<file path="config.mk">
export PLATFORM = sky130hd
export DESIGN_NAME = pe_dot_sequencer
export DESIGN_NICKNAME = d
export VERILOG_FILES = /design/src/rtl/pe_types.sv /design/src/rtl/pe_dot_seq_delay.sv /design/src/rtl/pe_dot_sequencer.sv
export SDC_FILE = /design/constraint.sdc
export NUM_CORES = 1
export LEC_CHECK = 0
export ABC_AREA = 1
export CAP_MARGIN = 20
export CORE_MARGIN = 1.5
export CORE_UTILIZATION = 40
export CTS_CLUSTER_SIZE = 24
export DETAILED_ROUTE_END_ITERATION = 7
export PLACE_DENSITY_LB_ADDON = 0.25
export SYNTH_ARGS = -nofsm -noshare
export SYNTH_HDL_FRONTEND = slang
export SYNTH_SLANG_ARGS = --single-unit
export TNS_END_PERCENT = 100
</file>
<file path="constraint.sdc">
create_clock -name clock -period 8.2 [get_ports clock]
set_input_delay 1.23 -clock clock [delete_from_list [all_inputs] [get_ports clock]]
set_output_delay 1.23 -clock clock [all_outputs]
set_load 0.02 [all_outputs]
</file>
<file path="src/rtl/pe_types.sv">
// -----------------------------------------------------------------------------
// pe_types
//   Shared types for the processing-element datapath.
//   - pe_cfg_t     : static configuration of a dot-product array.
//   - seq_state_t  : state encoding of the dot-product job sequencer.
//   - Dly*         : bit positions of the sequencer's delay-line payload.
//   - credit_cnt_width() : width needed to hold a credit count 0..credits.
// -----------------------------------------------------------------------------
package pe_types;

    // Static dot-array configuration. DOT_LATENCY is the number of cycles from
    // presenting a block to the array until its registered dot result appears.
    typedef struct packed {
        int unsigned DOT_SIZE;
        int unsigned DOT_LATENCY;
    } pe_cfg_t;

    localparam pe_cfg_t PeCfgDefault = '{DOT_SIZE: 32'd8, DOT_LATENCY: 32'd4};

    // Sequencer states.
    typedef enum logic [1:0] {
        SeqIdle       = 2'd0,
        SeqWaitCredit = 2'd1,
        SeqRun        = 2'd2
    } seq_state_t;

    // Per-block tag travelling alongside the dot array.
    localparam int unsigned DlyValid = 0;  // block issued
    localparam int unsigned DlyFirst = 1;  // block 0 of a job: accumulator loads
    localparam int unsigned DlyLast  = 2;  // final block of a job
    localparam int unsigned DlyWidth = 3;

    function automatic int unsigned credit_cnt_width(input int unsigned credits);
        return $clog2(credits + 1);
    endfunction

endpackage

</file>
<file path="src/rtl/pe_dot_seq_delay.sv">
// -----------------------------------------------------------------------------
// pe_dot_seq_delay
//   Fixed-depth shift register that delays a tag vector by Depth cycles so it
//   lines up with the dot-array output. Depth 0 degenerates to a wire.
//
// Parameters
//   Width      : tag width in bits.
//   Depth      : delay in clock cycles (0 = combinational pass-through).
// Ports
//   clk_i      : clock.
//   rst_ni     : asynchronous active-low reset; clears every stage.
//   d_i        : tag entering the line.
//   q_o        : tag leaving the line, Depth cycles later.
//   occupied_o : high while any stage holds a non-zero tag.
// -----------------------------------------------------------------------------
module pe_dot_seq_delay #(
    parameter int unsigned Width = 1,
    parameter int unsigned Depth = 1
) (
    input  logic             clk_i,
    input  logic             rst_ni,
    input  logic [Width-1:0] d_i,
    output logic [Width-1:0] q_o,
    output logic             occupied_o
);

    generate
        if (Depth == 0) begin : g_wire
            assign q_o        = d_i;
            assign occupied_o = 1'b0;
        end else begin : g_shift
            logic [Width-1:0] stage_q [Depth];

            always_ff @(posedge clk_i or negedge rst_ni) begin
                if (!rst_ni) begin
                    for (int unsigned i = 0; i < Depth; i++) begin
                        stage_q[i] <= '0;
                    end
                end else begin
                    stage_q[0] <= d_i;
                    for (int unsigned i = 1; i < Depth; i++) begin
                        stage_q[i] <= stage_q[i-1];
                    end
                end
            end

            always_comb begin
                occupied_o = 1'b0;
                for (int unsigned i = 0; i < Depth; i++) begin
                    occupied_o = occupied_o | (|stage_q[i]);
                end
            end

            assign q_o = stage_q[Depth-1];
        end
    endgenerate

endmodule

</file>
<file path="src/rtl/pe_dot_sequencer.sv">
// -----------------------------------------------------------------------------
// pe_dot_sequencer
//   Issues the feature/filter blocks of a dot-product job into a pipelined dot
//   array and produces the matching accumulator controls and a result strobe.
//   A job of N blocks (N = 0 treated as 1) is issued on N consecutive cycles
//   with no stall; a job is only started when a downstream result-buffer
//   credit is available, so results can never overflow the buffer.
//
// Parameters
//   DOT_LATENCY : cycles from dot-array input to registered dot result.
//   STEP_W      : width of the step count and the block address.
//   OUT_CREDITS : depth of the downstream result buffer (1..15).
// Ports
//   clock, resetn     : clock and asynchronous active-low reset.
//   i_job_valid       : job request.
//   o_job_ready       : job accepted when high together with i_job_valid.
//   i_job_steps       : blocks per result.
//   o_rd_valid        : issue one block into the dot array.
//   o_rd_addr         : block index within the job.
//   o_acc_en          : accumulate the dot output (issue delayed DOT_LATENCY).
//   o_acc_clear       : first block of a job reaching the accumulator.
//   o_result_valid    : one-cycle pulse when a job's result is complete.
//   i_credit_return   : downstream popped one result.
//   o_busy            : job pending/running or blocks still in flight.
//   o_perf_busy_cycles, o_perf_wait_cycles : saturating performance counters,
//                       present only when PE_DOT_SEQ_PERF_EN is defined.
// -----------------------------------------------------------------------------
module pe_dot_sequencer
    import pe_types::*;
#(
    parameter int unsigned DOT_LATENCY = 4,
    parameter int unsigned STEP_W      = 16,
    parameter int unsigned OUT_CREDITS = 4
) (
    input  logic              clock,
    input  logic              resetn,
    input  logic              i_job_valid,
    output logic              o_job_ready,
    input  logic [STEP_W-1:0] i_job_steps,
    output logic              o_rd_valid,
    output logic [STEP_W-1:0] o_rd_addr,
    output logic              o_acc_en,
    output logic              o_acc_clear,
    output logic              o_result_valid,
    input  logic              i_credit_return,
    output logic              o_busy
`ifdef PE_DOT_SEQ_PERF_EN
    ,
    output logic [31:0]       o_perf_busy_cycles,
    output logic [31:0]       o_perf_wait_cycles
`endif
);

    localparam int unsigned         CreditW   = credit_cnt_width(OUT_CREDITS);
    localparam logic [CreditW-1:0]  CreditMax = CreditW'(OUT_CREDITS);

    seq_state_t          state_q, state_d;
    logic [STEP_W-1:0]   steps_q, steps_d;
    logic [STEP_W-1:0]   addr_q, addr_d;
    logic [CreditW-1:0]  credits_q, credits_d;
    logic                result_valid_q;

    logic                issue;
    logic                last_block;
    logic                accept;
    logic                credit_avail;
    logic                consume;
    logic [STEP_W-1:0]   job_steps_eff;
    logic [DlyWidth-1:0] dly_in, dly_out;
    logic                dly_occupied;

    assign job_steps_eff = (i_job_steps == '0) ? STEP_W'(1) : i_job_steps;
    assign issue         = (state_q == SeqRun);
    assign last_block    = issue && (addr_q == (steps_q - STEP_W'(1)));

    // A credit returned this cycle can be spent this cycle, so a job held for
    // lack of credit issues on the cycle right after the return.
    assign credit_avail  = (credits_q != '0) || i_credit_return;

    // Gated by resetn so ready is low while reset is held.
    assign o_job_ready   = resetn && ((state_q == SeqIdle) || last_block);
    assign accept        = i_job_valid && o_job_ready;

    // -------------------------------------------------------------------------
    // Job FSM
    // -------------------------------------------------------------------------
    always_comb begin
        state_d = state_q;
        steps_d = steps_q;
        addr_d  = addr_q;
        consume = 1'b0;

        case (state_q)
            SeqIdle: begin
                if (accept) begin
                    steps_d = job_steps_eff;
                    addr_d  = '0;
                    if (credit_avail) begin
                        state_d = SeqRun;
                        consume = 1'b1;
                    end else begin
                        state_d = SeqWaitCredit;
                    end
                end
            end

            SeqWaitCredit: begin
                if (credit_avail) begin
                    state_d = SeqRun;
                    consume = 1'b1;
                end
            end

            SeqRun: begin
                if (last_block) begin
                    addr_d = '0;
                    if (accept) begin
                        // Back-to-back job: no bubble when a credit is ready.
                        steps_d = job_steps_eff;
                        if (credit_avail) begin
                            state_d = SeqRun;
                            consume = 1'b1;
                        end else begin
                            state_d = SeqWaitCredit;
                        end
                    end else begin
                        state_d = SeqIdle;
                    end
                end else begin
                    addr_d = addr_q + STEP_W'(1);
                end
            end

            default: begin
                state_d = SeqIdle;
                addr_d  = '0;
            end
        endcase
    end

    // -------------------------------------------------------------------------
    // Credit counter: one credit per started job, saturating at OUT_CREDITS.
    // consume with an empty counter only happens alongside a return, which
    // falls into the net-unchanged case.
    // -------------------------------------------------------------------------
    always_comb begin
        credits_d = credits_q;
        case ({consume, i_credit_return})
            2'b10: credits_d = credits_q - CreditW'(1);
            2'b01: begin
                if (credits_q != CreditMax) begin
                    credits_d = credits_q + CreditW'(1);
                end
            end
            default: credits_d = credits_q;
        endcase
    end

    always_ff @(posedge clock or negedge resetn) begin
        if (!resetn) begin
            state_q   <= SeqIdle;
            steps_q   <= STEP_W'(1);
            addr_q    <= '0;
            credits_q <= CreditMax;
        end else begin
            state_q   <= state_d;
            steps_q   <= steps_d;
            addr_q    <= addr_d;
            credits_q <= credits_d;
        end
    end

    // -------------------------------------------------------------------------
    // Tag delay line aligned with the dot array, plus one stage for the
    // accumulator to register the final sum.
    // -------------------------------------------------------------------------
    always_comb begin
        dly_in           = '0;
        dly_in[DlyValid] = issue;
        dly_in[DlyFirst] = issue && (addr_q == '0);
        dly_in[DlyLast]  = last_block;
    end

    pe_dot_seq_delay #(
        .Width (DlyWidth),
        .Depth (DOT_LATENCY)
    ) u_delay (
        .clk_i      (clock),
        .rst_ni     (resetn),
        .d_i        (dly_in),
        .q_o        (dly_out),
        .occupied_o (dly_occupied)
    );

    always_ff @(posedge clock or negedge resetn) begin
        if (!resetn) begin
            result_valid_q <= 1'b0;
        end else begin
            result_valid_q <= dly_out[DlyValid] && dly_out[DlyLast];
        end
    end

    assign o_rd_valid     = issue;
    assign o_rd_addr      = addr_q;
    assign o_acc_en       = dly_out[DlyValid];
    assign o_acc_clear    = dly_out[DlyFirst];
    assign o_result_valid = result_valid_q;
    assign o_busy         = (state_q != SeqIdle) || dly_occupied || result_valid_q;

`ifdef PE_DOT_SEQ_PERF_EN
    // -------------------------------------------------------------------------
    // Saturating performance counters.
    // -------------------------------------------------------------------------
    logic [31:0] perf_busy_q;
    logic [31:0] perf_wait_q;

    always_ff @(posedge clock or negedge resetn) begin
        if (!resetn) begin
            perf_busy_q <= '0;
            perf_wait_q <= '0;
        end else begin
            if (o_busy && (perf_busy_q != 32'hFFFF_FFFF)) begin
                perf_busy_q <= perf_busy_q + 32'd1;
            end
            if ((state_q == SeqWaitCredit) && (perf_wait_q != 32'hFFFF_FFFF)) begin
                perf_wait_q <= perf_wait_q + 32'd1;
            end
        end
    end

    assign o_perf_busy_cycles = perf_busy_q;
    assign o_perf_wait_cycles = perf_wait_q;
`endif

endmodule
</file>
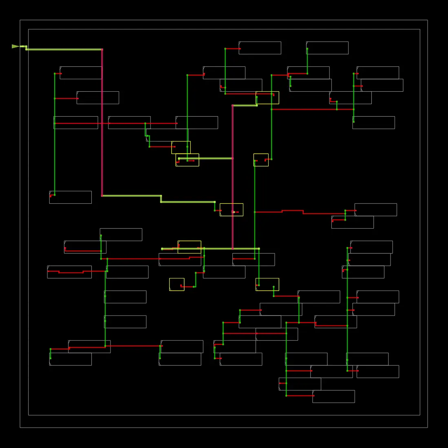
Figure 1: clock nets.
CLK BUF: 5
registers: 50
# clock sinks: 50

==> changes_impl.md <==
### Metrics

- CTS tree: yes
- Comb pwr: 0.0000692 W
- Final Core Density: 49.4%
- Port-buffer cells: 41
- Vias in the first global route: 2,315
- Count of tool warnings: 27
- Diodes inserted: 0
- Syn. warnings: 0
- Yosys reg bits: 50
- Top pwr grp: registers
- Init Core Util: 41.1%
- Final instance area: 3570 um^2
- Crit-path max cell delay: 0.71 ns
- Worst Skew: 0.0153 ns
- Crit-path max FO: 9
- Period utilization: 54.1%
- Share of cells above drive strength 1: 8.24%
- Fill cell count: 744
- Maximum VDD drop: 0.0910 mV
- Total power: 0.000491 W
- Remaining antenna violation count: 0
- Top cell type's share of synthesized area: 40.5%
- WP data arrival: 3.21 ns
- Worst hold path startpoint: u_delay.g_shift.stage_q[4]$_DFF_PN0_
- NumNets Final: 460
- Initial detailed-routing violation count: 230
- Overflow after GRT: 0
- Clock-net power: 0.000155 W
- Final setup fails: 0
- Critical R2R Capture: credits_q[1]$_DFFE_PN0P_
- Worst hold path endpoint: u_delay.q_o[1]$_DFF_PN0_
- Worst reg2reg path startpoint: steps_q[0]$_DFFE_PN1P_
- Core area: 7210 um^2
- Area growth syn-to-layout: 20.4%
- Worst setup path end: o_job_ready
- PD cells: 138 nW/um^2
- Post-CTS resize count: 0
- Final wirelength: 6.94 mm
- Worst path depth: 13
- Post-Place Cell Area: 3470 um^2
- Routed WL per cell: 13.0 um
- Count leader, synth: nand2_1
- Leakage dissipation: 1.83 nW
- Final hold violation count: 0
- HP Class: reg2reg
- Crit path DRT: 6.97 ns
- Mux cell area share after synthesis: 2.28%
- Sw Share: 28.8%
- Post-Syn Area per Cell: 7.56 um^2
- CTS clk-pin slew, worst paths: 0.10 ns
- Main logic family: simple AND/OR/NAND/NOR gates
- WHS: 0.386 ns
- Non-filler cells, final: 536
- Flop pwr share: 54.3%
- Max transition margin: 55.8%
- Ys flop type: dfrtp_1
- Vias per inst: 4.88
- Hpwl dp: 5.34 mm
- P_sw: 0.000142 W
- Worst setup EP type: output port
- Status: finished, final reports clean
- Commonest cells post-synth: 118 x nand2_1, 49 x inv_1, 48 x dfrtp_1, 44 x nor2_1, 28 x nand3_1
- Setup total negative slack: 0 ns
- Wire length of the first global-routing pass: 11.2 mm
- EDFF count, synth: 0
- Most used cell, CP: nor2_1
- Fa+ha+maj area frac: 1.94%
- Die x size: 89.1 um
- Buf/Inv on CP: 3
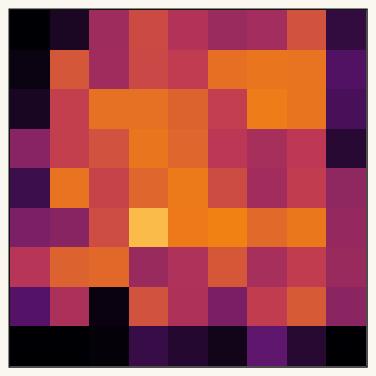
Figure 2: cell density map.
Drawn at 4 px/um. 9 x 9 tiles, from black (low) to pale yellow (high), 0 to 100% covered.
densest ninth of the die: middle
fullest tile: 85%
tiles over 75% full: 1.2%

==> layer usage <==
layer,wire length [um],track usage (%)
met5,0,0
met4,63,4.90
met3,279,3.05
met2,3070,28.9
met1,3530,26.7
==> final cells by class <==
cell class                      count  area (um^2)  area share, %
Sequential cell                    50         1250           35.1
Timing Repair Buffer               42          413           11.6
Multi-Input combinational cell    286         1490           41.7
Inverter                           51          191           5.37
Clock buffer                        5         68.8           1.93
Clock inverter                      3         28.8          0.807
Tap cell                           99          124           3.47
==> cell usage in the layout (no fill, tap or decap), types with 9 or more instances in the layout <==
cell type,n
nor4_1,12
a21oi_1,9
nor2_1,44
nand3_1,28
clkdlybuf4s50_1,40
xor2_1,9
nand2_1,118
inv_1,49
nor3_1,9
dfrtp_1,48
No activity file was given, so power comes from the tool's default toggle rates.
